Close-up of the layout:
Region (21, 5) to (51, 35) µm. Cells in grey, sequential cells in the stronger grey; small squares are vias.
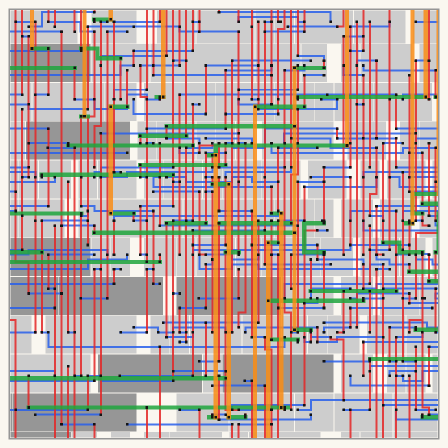
Routing congestion map:
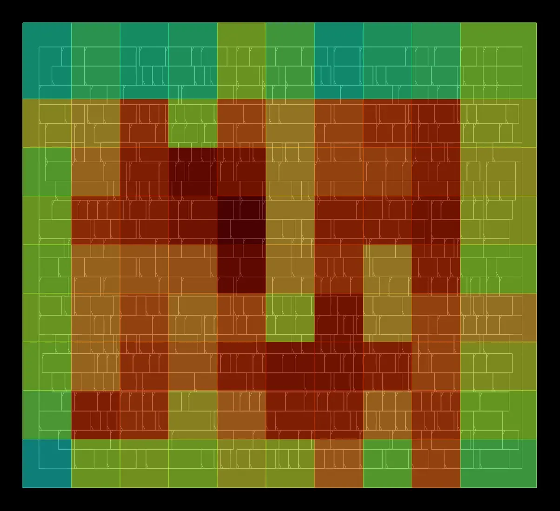
Routed metal per tile:
Drawn at 4 px/µm. 15 x 13 tiles, from white (low) to dark blue (high), scaled to the fullest tile. Values are wire area over tile area, all layers added.
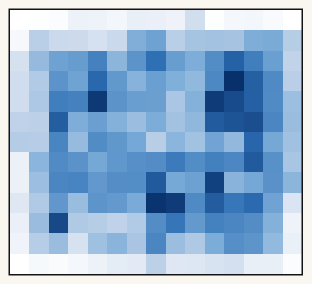
**src/rtl/fifo_wr_arbiter.sv**
```systemverilog
// Round-robin write arbiter: NREQ producers share one FIFO write port.
// The arbiter grants one owner at a time for up to BURST writes, then rotates.
// Acks and FIFO writes are combinational, so a word is taken in the same
// cycle it is requested.
module fifo_wr_arbiter #(
    parameter int NREQ     = 4,
    parameter int IDW      = 2,
    parameter int BITWIDTH = 5,
    parameter int BURST    = 4
) (
    input  logic                     clk,
    input  logic                     rst,
    input  logic [NREQ-1:0]          req,
    input  logic [NREQ*BITWIDTH-1:0] dInFlat,
    output logic [NREQ-1:0]          ack,
    input  logic                     fifoFull,
    output logic                     fifoWEn,
    output logic [BITWIDTH-1:0]      fifoDIn,
    output logic [IDW-1:0]           ownerId,
    output logic                     busy,
    output logic [15:0]              wrCount
);

    typedef enum logic {IDLE, OWN} state_t;

    state_t         state, state_nxt;
    logic [IDW-1:0] owner, owner_nxt;
    logic [IDW-1:0] rr_ptr, rr_ptr_nxt;
    logic [7:0]     burst_cnt, burst_cnt_nxt;
    logic [IDW-1:0] pick, cand;
    logic           wr;

    // Index arithmetic wraps at NREQ, which need not be a power of two.
    function automatic logic [IDW-1:0] wrap_add(input logic [IDW-1:0] base, input int k);
        int s;
        s = int'(base) + k;
        if (s >= NREQ) s = s - NREQ;
        return IDW'(s);
    endfunction

    // Round-robin pick: first requester at or after rr_ptr. The loop runs
    // backwards so the closest requester is the last one assigned.
    always_comb begin
        pick = '0;
        for (int k = NREQ - 1; k >= 0; k--) begin
            if (req[wrap_add(rr_ptr, k)]) pick = wrap_add(rr_ptr, k);
        end
    end

    // Write path: the current owner, or the fresh pick in IDLE. Never write
    // while full or in reset.
    always_comb begin
        cand    = (state == OWN) ? owner : pick;
        wr      = req[cand] & ~fifoFull & ~rst;
        ack     = '0;
        fifoWEn = wr;
        fifoDIn = '0;
        if (wr) begin
            ack[cand] = 1'b1;
            fifoDIn   = dInFlat[int'(cand)*BITWIDTH +: BITWIDTH];
        end
    end

    // Ownership FSM: grant, count the burst, rotate on burst end or release.
    always_comb begin
        state_nxt     = state;
        owner_nxt     = owner;
        rr_ptr_nxt    = rr_ptr;
        burst_cnt_nxt = burst_cnt;
        case (state)
            IDLE: begin
                if (|req) begin
                    owner_nxt     = pick;
                    burst_cnt_nxt = {7'b0, wr};
                    // A single-write burst completes on the grant cycle itself.
                    if (wr && BURST == 1) rr_ptr_nxt = wrap_add(pick, 1);
                    else                  state_nxt  = OWN;
                end
            end
            OWN: begin
                if (!req[owner]) begin
                    // The owner dropped its request and forfeits the rest of the burst.
                    state_nxt  = IDLE;
                    rr_ptr_nxt = wrap_add(owner, 1);
                end else if (wr) begin
                    if (burst_cnt + 8'd1 == 8'(BURST)) begin
                        state_nxt     = IDLE;
                        rr_ptr_nxt    = wrap_add(owner, 1);
                        burst_cnt_nxt = '0;
                    end else begin
                        burst_cnt_nxt = burst_cnt + 8'd1;
                    end
                end
                // When the owner is requesting but the FIFO is full: stall, holding everything.
            end
            default: state_nxt = IDLE;
        endcase
    end

    // State registers and the free-running accepted-write counter.
    always_ff @(posedge clk) begin
        if (rst) begin
            state     <= IDLE;
            owner     <= '0;
            rr_ptr    <= '0;
            burst_cnt <= '0;
            wrCount   <= '0;
        end else begin
            state     <= state_nxt;
            owner     <= owner_nxt;
            rr_ptr    <= rr_ptr_nxt;
            burst_cnt <= burst_cnt_nxt;
            if (wr) wrCount <= wrCount + 16'd1;
        end
    end

    assign ownerId = owner;
    assign busy    = (state == OWN);

endmodule

```
**config.mk**
```make
export PLATFORM = sky130hd
export DESIGN_NAME = fifo_wr_arbiter
export DESIGN_NICKNAME = d
export VERILOG_FILES = /design/src/rtl/fifo_wr_arbiter.sv
export SDC_FILE = /design/constraint.sdc
export NUM_CORES = 1
export LEC_CHECK = 0
export ABC_AREA = 1
export CAP_MARGIN = 30
export CORE_ASPECT_RATIO = 0.9
export CORE_MARGIN = 2
export CORE_UTILIZATION = 48
export CTS_CLUSTER_SIZE = 28
export DETAILED_ROUTE_END_ITERATION = 10
export MAX_ROUTING_LAYER = met4
export PLACE_DENSITY = 0.83
export SLEW_MARGIN = 20
export SYNTH_ARGS = -nofsm -noshare
export SYNTH_HDL_FRONTEND = slang
export SYNTH_SLANG_ARGS = --single-unit
```
**constraint.sdc**
```tcl
create_clock -name clk -period 1.71 [get_ports clk]
set_input_delay 0.171 -clock clk [delete_from_list [all_inputs] [get_ports clk]]
set_output_delay 0.171 -clock clk [all_outputs]
set_load 0.005 [all_outputs]
```
==> Implementation_results.wiki <==
== Implementation results ==
{| class="wikitable"
! Metric !! Value
|-
| Synthesized instance count || 324
|-
| Clock latency reported for the late side of the worst-skew pair || 290 ps
|-
| Cells along the critical path || buf_6 -> nand2_1 -> nand3_2 -> nand2_2 -> nand3_4 -> nand2_2 -> nand2_2 -> nand3_4 -> nand2_4 -> nand3_1 -> nand2_1 -> nor2_1 -> nor2_1 -> buf_2
|-
| Via count of the first global-routing pass || 2500
|-
| Main logic family || simple AND/OR/NAND/NOR gates
|-
| Setup repair after global routing missed its margin || true
|-
| Maximum clock insertion buffer count || 2
|-
| Critical-path maximum fanout || 6
|-
| Startpoint type of the worst setup path || register
|-
| Setup WS post-layout || -671 ps
|-
| Worst IR drop on VDD || 0.000777 V
|-
| Core Footprint || 4100 µm²
|-
| TritonCTS buffer count || 5
|-
| Count of tool warnings || 28
|-
| Net count entering floorplan || 353
|-
| Area Overhead vs Synth || 79.5%
|-
| Cell family contributing the most delay on the critical path || simple AND/OR/NAND/NOR gates
|-
| Detail Route Antenna Nets || 0
|-
| Startpoint of the most critical setup path || rr_ptr[0]
|-
| Run status || complete, but fails checks
|-
| Critical-path cell with the highest stage delay || sky130_fd_sc_hd__dfxtp_2
|-
| Crit Path Class || register to primary output
|-
| Count of unique library cells instantiated by Yosys || 34
|-
| Yosys warning count || 0
|-
| Setup crit end kind || primary output
|-
| Fa+ha+maj area frac || 0.0122
|-
| Number of buffers and inverters on the critical path || 2
|-
| Yosys chip area || 2050 µm²
|-
| Arrival time at the worst endpoint || 2210 ps
|-
| Floorplan utilization || 0.500
|-
| Y dimension of the die || 66.0 µm
|-
| Number of port buffers || 55
|-
| CTS H-tree lvls || 2
|-
| Netlist Area Pre-Place || 2050 µm²
|-
| Number of endpoints failing setup at the final stage || 34
|-
| Number of I/O pins || 56
|-
| Post-Place Worst Slack || -782 ps
|-
| Power density over the cells || 780 nW/µm²
|-
| Count of final max-slew check failures || 0
|-
| Hold bufs inserted after CTS || 0
|-
| Clock slew seen by the registers of the worst setup and hold paths || 60 ps
|-
| Reg-to-reg critical path startpoint || ownerId[0]
|-
| Die Span X || 72.9 µm
|-
| Share of the core filled with cells in the final layout || 0.897
|-
| Total Nets Final || 466
|-
| Pin count of the biggest net entering global routing || 19
|-
| Layout Skew || 5.91 ps
|-
| FP Rows || 22
|-
| Routed via count divided by cell count || 6.14
|-
| Fin. Hold Viols || 0
|-
| Final Critical Period || 2380 ps
|-
| Max-Cap Viols || 0
|-
| Synthesized flop and latch total || 29
|-
| Delay of the slowest critical-path stage || 380 ps
|-
| Simple-Gate Area Share || 0.454
|-
| Dominant synthesized flop cell || sky130_fd_sc_hd__dfxtp_1
|-
| Yosys Instances || 324
|-
| Buffer cell driving the clock tree root || sky130_fd_sc_hd__clkbuf_8
|-
| Proportion of register bits with asynchronous set or reset after synthesis || 0
|-
| Overall Power || 2.87 mW
|-
| Tightest Pin Transition || 383 ps
|-
| Remaining max-slew budget at the tightest pin || 0.744
|-
| Most common cell after layout, fill and taps aside || sky130_fd_sc_hd__nand2_1
|-
| Number of enable-type register cells in the synthesized netlist || 0
|-
| CTS tree || yes
|-
| Ratio of final minimum period to clock period || 1.39
|-
| Standby leakage power || 1.63 nW
|-
| Crit-path most repeated cell || sky130_fd_sc_hd__nand2_2
|-
| Final HPWL from detailed placement || 4140 µm
|-
| Router iterations before antenna repair || 5
|-
| Synthesized area per cell || 6.33 µm²
|-
| Post-synthesis mux area share || 0
|-
| Hold slack final || 494 ps
|-
| Clk sinks || 29
|-
| Fraction of final layout cells sized beyond drive strength 1 || 0.432
|-
| HP Start || burst_cnt[1]
|-
| Antenna violations before repair || 0
|-
| Crit path DRT || 1540 ps
|-
| # diodes || 0
|-
| Wire length of the first global-routing pass || 11100 µm
|-
| Highest Clock Rate || 0.420 GHz
|-
| Global route total overflow || 0
|-
| Chip Footprint || 4810 µm²
|-
| Path type of the worst min-delay path || register to register
|-
| Most instantiated logic cells after routing || 52 x sky130_fd_sc_hd__nand2_1, 41 x sky130_fd_sc_hd__clkdlybuf4s50_1, 40 x sky130_fd_sc_hd__buf_4, 29 x sky130_fd_sc_hd__nor2_1, 28 x sky130_fd_sc_hd__nand2_2
|-
| Routability congestion estimate from global placement || 0.913
|-
| # DRC || 0
|-
| Sequential area share after synthesis || 0.283
|-
| Xor and xnor area share after synthesis || 0.0385
|-
| Violation tally from detailed-route iteration zero || 273
|-
| Yosys aoi share || 0.0995
|-
| Violated checks || setup timing
|}
-- 'close-up of the layout' (at the start) --
| colour | layer |
|---|---|
| red | M2 |
| blue | M1 |
| orange | M4 |
| green | M3 |
cells with their middle in the window: 96
most frequent: buf_4 (19), nand2_1 (15), nand2_2 (11)
netlist names of flops here include: burst_cnt (2), rr_ptr (2), wrCount (2)
sequential cells in the window: 8

-- 'routing congestion map' (at the start) --
most utilized layer in the global route result: met2
total routing usage reported by global routing: 0.298
drt wl/cell: 19.3 µm
met1 GRT Util: 0.355

-- 'routed metal per tile' (at the start) --
mean over tiles: 0.34
tiles over half the peak: 44%
fullest tile: 0.76
total via count in the routed design: 2985
final routed wirelength across all metal layers: 9400 µm

==> Yosys cell counts (2+ instances only) <==
master | count | share of area
sky130_fd_sc_hd__inv_1 | 29 | 0.053
sky130_fd_sc_hd__buf_6 | 6 | 0.033
sky130_fd_sc_hd__buf_2 | 2 | 0.0049
sky130_fd_sc_hd__nor2_1 | 34 | 0.062
sky130_fd_sc_hd__clkbuf_1 | 4 | 0.0073
sky130_fd_sc_hd__nand2_2 | 6 | 0.018
sky130_fd_sc_hd__dfxtp_1 | 29 | 0.28
sky130_fd_sc_hd__nor3_1 | 11 | 0.027
sky130_fd_sc_hd__nand3_2 | 4 | 0.020
sky130_fd_sc_hd__ha_1 | 2 | 0.012
sky130_fd_sc_hd__nand2_1 | 91 | 0.17
sky130_fd_sc_hd__a21oi_1 | 20 | 0.049
sky130_fd_sc_hd__nand3_1 | 23 | 0.056
sky130_fd_sc_hd__xor2_1 | 6 | 0.026
sky130_fd_sc_hd__o21ai_0 | 10 | 0.024
sky130_fd_sc_hd__or2_0 | 2 | 0.0061
sky130_fd_sc_hd__nand4_1 | 16 | 0.049
sky130_fd_sc_hd__inv_2 | 6 | 0.011
sky130_fd_sc_hd__xnor2_1 | 3 | 0.013
sky130_fd_sc_hd__nor3b_1 | 4 | 0.015
sky130_fd_sc_hd__o21ai_1 | 3 | 0.0073
==> sequential cells by signal, summed over array words and instances (netlist names) <==
name / flops
burst_cnt: 8
ownerId: 2
rr_ptr: 2
busy: 1
wrCount: 16
==> tightest hold or removal path, cell delays in order, from the launching register on <==
cell and delay (ps):
sky130_fd_sc_hd__dfxtp_1 330, sky130_fd_sc_hd__nand2_2 70, sky130_fd_sc_hd__a21oi_1 50
==> metrics by stage <==
step | instances | setup TNS (ps) | instance area [µm²]
final | 486 | -7090 | 3680
after global routing | 486 | -10340 | 3680
after CTS | 478 | -3800 | 3190
after detailed placement | 448 | -17530 | 2820
after global placement | 448 | -15610 | 2820
after floorplan | 324 | 0 | 2050
==> final cells by class <==
cell class                 instances  area [µm²]
inverter                          35         149
tap                               48        60.1
timing repair buffer             116        1050
sequential                        29         588
timing repair inverter             1        6.26
fill                             189         423
clock inverter                     1        5.00
clock buffer                       7        96.3
multi-input combinational        249        1720
==> layer usage <==
metal	track usage	vias to the layer above	share of wire
met5	-	-	0
met4	0.0787	0	0.049
met3	0.0564	55	0.098
met2	0.515	256	0.49
met1	0.355	1380	0.36
li1	-	1294	-
==> final timing paths <==
check / cells past startpoint / slack [ps] / end
min: 2 / 490 / burst_cnt[1]
max reg2reg: 14 / -170 / wrCount[13]
min reg2reg: 2 / 490 / burst_cnt[1]
max: 14 / -670 / fifoDIn[0]
==> repair_timing <==
item | in CTS | in global routing
setup endpoints to repair | 31 | 35
gates resized | 90 | 114
pin swaps | 33 | 54
buffers inserted | 17 | 8
gates cloned | 5 | 1
==> power breakdown <==
part	switching (mW)	total, mW	internal [mW]
logic	0.799	1.47	0.672
clock network	0.286	0.649	0.363
registers	0.0390	0.747	0.708
Power is estimated from default activity; no workload was simulated.
